`src/rtl/traffic_phase_sequencer.sv`:
```
// Two-way intersection phase sequencer: six fixed phases timed by an 8-bit
// saturating elapsed-tick counter, with NS green held until EW requests.
`timescale 1ns/1ps
module traffic_phase_sequencer #(
  parameter int unsigned GREEN_T  = 30,
  parameter int unsigned YELLOW_T = 4,
  parameter int unsigned ALLRED_T = 2
) (
  input  logic       clk,
  input  logic       rst_n,
  input  logic       en,
  input  logic       tick,
  input  logic       ew_req,
  output logic [2:0] ns_light,
  output logic [2:0] ew_light,
  output logic [2:0] phase,
  output logic [7:0] elapsed,
  output logic       phase_done
);

  typedef enum logic [2:0] {
    ALLRED_A  = 3'd0,
    NS_GREEN  = 3'd1,
    NS_YELLOW = 3'd2,
    ALLRED_B  = 3'd3,
    EW_GREEN  = 3'd4,
    EW_YELLOW = 3'd5
  } state_t;

  localparam logic [7:0] GREEN_D  = 8'(GREEN_T);
  localparam logic [7:0] YELLOW_D = 8'(YELLOW_T);
  localparam logic [7:0] ALLRED_D = 8'(ALLRED_T);

  localparam logic [2:0] LAMP_R = 3'b100;
  localparam logic [2:0] LAMP_Y = 3'b010;
  localparam logic [2:0] LAMP_G = 3'b001;

  // Kept as plain logic so an out-of-range code can exist and be recovered from.
  logic [2:0] phase_r;
  logic [7:0] elapsed_r;
  logic       phase_done_r;

  state_t     state_s;
  state_t     succ_s;
  logic [7:0] elapsed_s;
  logic       done_s;
  logic       adv_s;
  logic       legal_s;
  logic       hit_s;
  logic [7:0] dur_s;
  logic [8:0] sum_s;
  logic [2:0] ns_s;
  logic [2:0] ew_s;

  assign adv_s   = en & tick;
  assign legal_s = (phase_r <= 3'd5);
  assign sum_s   = {1'b0, elapsed_r} + 9'd1;
  assign hit_s   = (sum_s >= {1'b0, dur_s});

  // Duration and successor of the current phase.
  always_comb begin
    dur_s  = ALLRED_D;
    succ_s = ALLRED_A;
    case (phase_r)
      ALLRED_A:  begin dur_s = ALLRED_D; succ_s = NS_GREEN;  end
      NS_GREEN:  begin dur_s = GREEN_D;  succ_s = NS_YELLOW; end
      NS_YELLOW: begin dur_s = YELLOW_D; succ_s = ALLRED_B;  end
      ALLRED_B:  begin dur_s = ALLRED_D; succ_s = EW_GREEN;  end
      EW_GREEN:  begin dur_s = GREEN_D;  succ_s = EW_YELLOW; end
      EW_YELLOW: begin dur_s = YELLOW_D; succ_s = ALLRED_A;  end
      default:   begin dur_s = ALLRED_D; succ_s = ALLRED_A;  end
    endcase
  end

  // Next phase, elapsed count and phase-change pulse.
  always_comb begin
    state_s   = state_t'(phase_r);
    elapsed_s = elapsed_r;
    done_s    = 1'b0;
    if (!legal_s) begin
      state_s   = ALLRED_A;
      elapsed_s = 8'd0;
    end else if (adv_s) begin
      // NS green only yields when EW is asking at the tick itself.
      if (hit_s && ((phase_r != NS_GREEN) || ew_req)) begin
        state_s   = succ_s;
        elapsed_s = 8'd0;
        done_s    = 1'b1;
      end else begin
        elapsed_s = sum_s[8] ? 8'hFF : sum_s[7:0];
      end
    end else begin
      elapsed_s = elapsed_r;
    end
  end

  // Phase, elapsed and pulse registers.
  always_ff @(posedge clk or negedge rst_n) begin
    if (!rst_n) begin
      phase_r      <= ALLRED_A;
      elapsed_r    <= 8'd0;
      phase_done_r <= 1'b0;
    end else begin
      phase_r      <= state_s;
      elapsed_r    <= elapsed_s;
      phase_done_r <= done_s;
    end
  end

  // Lamp decode straight from the phase register; illegal codes show all red.
  always_comb begin
    ns_s = LAMP_R;
    ew_s = LAMP_R;
    case (phase_r)
      ALLRED_A:  begin ns_s = LAMP_R; ew_s = LAMP_R; end
      NS_GREEN:  begin ns_s = LAMP_G; ew_s = LAMP_R; end
      NS_YELLOW: begin ns_s = LAMP_Y; ew_s = LAMP_R; end
      ALLRED_B:  begin ns_s = LAMP_R; ew_s = LAMP_R; end
      EW_GREEN:  begin ns_s = LAMP_R; ew_s = LAMP_G; end
      EW_YELLOW: begin ns_s = LAMP_R; ew_s = LAMP_Y; end
      default:   begin ns_s = LAMP_R; ew_s = LAMP_R; end
    endcase
  end

  assign ns_light   = ns_s;
  assign ew_light   = ew_s;
  assign phase      = phase_r;
  assign elapsed    = elapsed_r;
  assign phase_done = phase_done_r;

endmodule

```
`config.mk`:
```
export PLATFORM = sky130hd
export DESIGN_NAME = traffic_phase_sequencer
export DESIGN_NICKNAME = d
export VERILOG_FILES = /design/src/rtl/traffic_phase_sequencer.sv
export SDC_FILE = /design/constraint.sdc
export NUM_CORES = 1
export LEC_CHECK = 0
export CORE_ASPECT_RATIO = 0.75
export CORE_UTILIZATION = 43
export CTS_CLUSTER_DIAMETER = 120
export CTS_CLUSTER_SIZE = 40
export DETAILED_ROUTE_END_ITERATION = 6
export PLACE_DENSITY = 0.78
export SLEW_MARGIN = 20
export SYNTH_ARGS = -nofsm -noshare
export SYNTH_HDL_FRONTEND = slang
export SYNTH_SLANG_ARGS = --single-unit
```
`constraint.sdc`:
```
create_clock -name clk -period 2.2 [get_ports clk]
set_input_delay 0.44 -clock clk [delete_from_list [all_inputs] [get_ports clk]]
set_output_delay 0.44 -clock clk [all_outputs]
set_load 0.01 [all_outputs]
```
==> images/clock_map.png <==
Bar = 20 um.
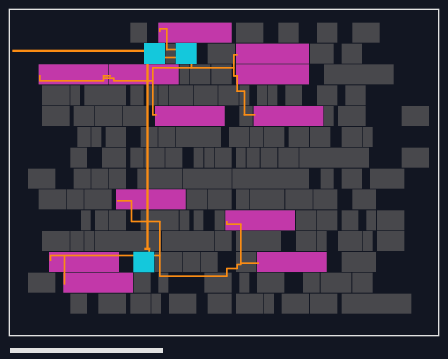
clock wires -> orange  # length 161 um
cells driving clock nets -> cyan  # count 3
flip-flops -> magenta  # count 12
routed clock nets = 4

==> images/cell_classes.png <==
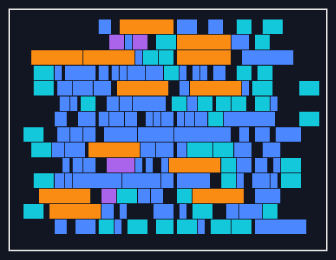
clock drivers and dummy loads -> purple  # cells 4
flip-flops -> orange  # cells 12
all other logic -> blue  # cells 90
other buffers and delay cells -> cyan  # cells 41

==> job_summary.md <==
### Flow metrics

| Metric | Value |
|---|---|
| Outcome | `complete, but fails checks` |
| Violations in the final reports | `setup timing` |
| Netlist Area Pre-Place | `about 940 um2` |
| Relative area of non-clock buffer cells in the final design | `0.252` |
| Cells on worst reg2reg path | `9` |
| Layout clock buffers | `4` |
| Final setup fails | `11` |
| Distinct lib cells used | `36` |
| Diodes inserted | `0` |
| Final-layout clock-cell area share | `0.0251` |
| Area fraction in mux cells | `0.0321` |
| HP Class | `in2async` |
| Combinational cell power | `roughly 0.0017 W` |
| Slew HR | `0.612` |
| Crit path capture | `elapsed[0]$_DFFE_PN0P_` |
| VDD IR-drop max | `1.18 mV` |
| Logic depth of the worst setup path including buffers | `9` |
| Flop pwr share | `0.168` |
| Worst setup slack for register-to-register paths | `-0.16 ns` |
| Peak per-stage delay on the critical path | `roughly 0.45 ns` |
| Power Dens Cells | `between 1500 and 2000 mW/mm2` |
| Post-synthesis register bit count | `12` |
| Share of layout cells above drive strength 1 | `0.286` |
| Core Region | `just over 0.002 mm2` |
| Combinational share of power | `0.750` |
| Internal power | `0.00131 W` |
| Asr flop ratio synth | `1.00` |
| Net count of the finished layout | `158` |
| Vias post-DR | `between 1000 and 1500` |
| Worst-case setup margin in the final layout | `-0.158 ns` |
| Area of all sequential standard cells | `304 um2` |
| Number of nets at floorplan | `116` |
| Crit path kind | `reg2reg` |
| Seq/total area | `0.211` |
| Number of cells produced by synthesis | `around 110` |
| First-pass DRT Iterations | `4` |
| PnR Total Power | `0.00228 W` |
| Synth logic family | `simple AND/OR/NAND/NOR gates` |
| Top fanout value on the critical path | `8` |
| Buffers inserted during post-CTS setup optimization | `5` |
| DP Wirelength | `~1900 um` |
| Root buf cell | `clkbuf_4` |
| Number of routed nets with antenna violations | `0` |
| Switching part of the total | `0.426` |
| Total clock buffers created by CTS | `3` |
| Level count of the clock H-tree | `1` |
| Final routed wirelength across all metal layers | `about 2900 um` |
| Post-Synth AOI/OAI Area | `0.214` |
| Max reg flops | `8` |
| Power of the clock network | `between 0.00015 and 0.0002 W` |
| Wire per inst | `16.8 um` |
| Leading cell types in the layout, fill and taps excluded | `20 x clkdlybuf4s50_1, 19 x buf_4, 15 x nand2_1` |
| Fraction of standard cell area in multi-input logic | `0.486` |
| Critical path buffers and inverters | `0` |
==> images/registers.png <==
Other sequential cells in the stronger grey, the rest of the logic in the fainter grey.
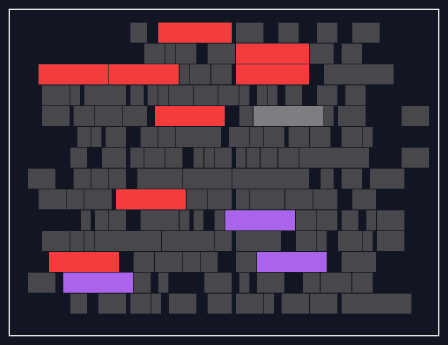
elapsed -> red  # flops 8
phase -> purple  # flops 3

[synth_stat cells (2+ instances only)]
library cell	instances	area share
o22ai_1	3	0.020
a21oi_1	3	0.016
a22o_1	2	0.019
nand2_1	17	0.068
and2_1	5	0.033
nor2_1	9	0.036
nand3_1	2	0.011
nand4_1	2	0.013
buf_2	3	0.016
a21o_1	2	0.016
o21ai_0	4	0.021
ha_1	5	0.067
xor2_1	3	0.028
nor3_1	2	0.011
nand2b_1	6	0.040
mux2i_1	3	0.032
and3_1	3	0.020
o211ai_1	2	0.016
inv_1	2	0.0080
dfrtp_1	12	0.32
[layer usage]
metal / vias up / global-route usage / share of wire
met5: - / 0 / 0
met4: 0 / 0.0780 / 0.0083
met3: 2 / 0.0401 / 0.051
met2: 41 / 0.369 / 0.47
met1: 505 / 0.344 / 0.47
li1: 468 / - / -
No activity file was given, so power comes from the tool's default toggle rates.
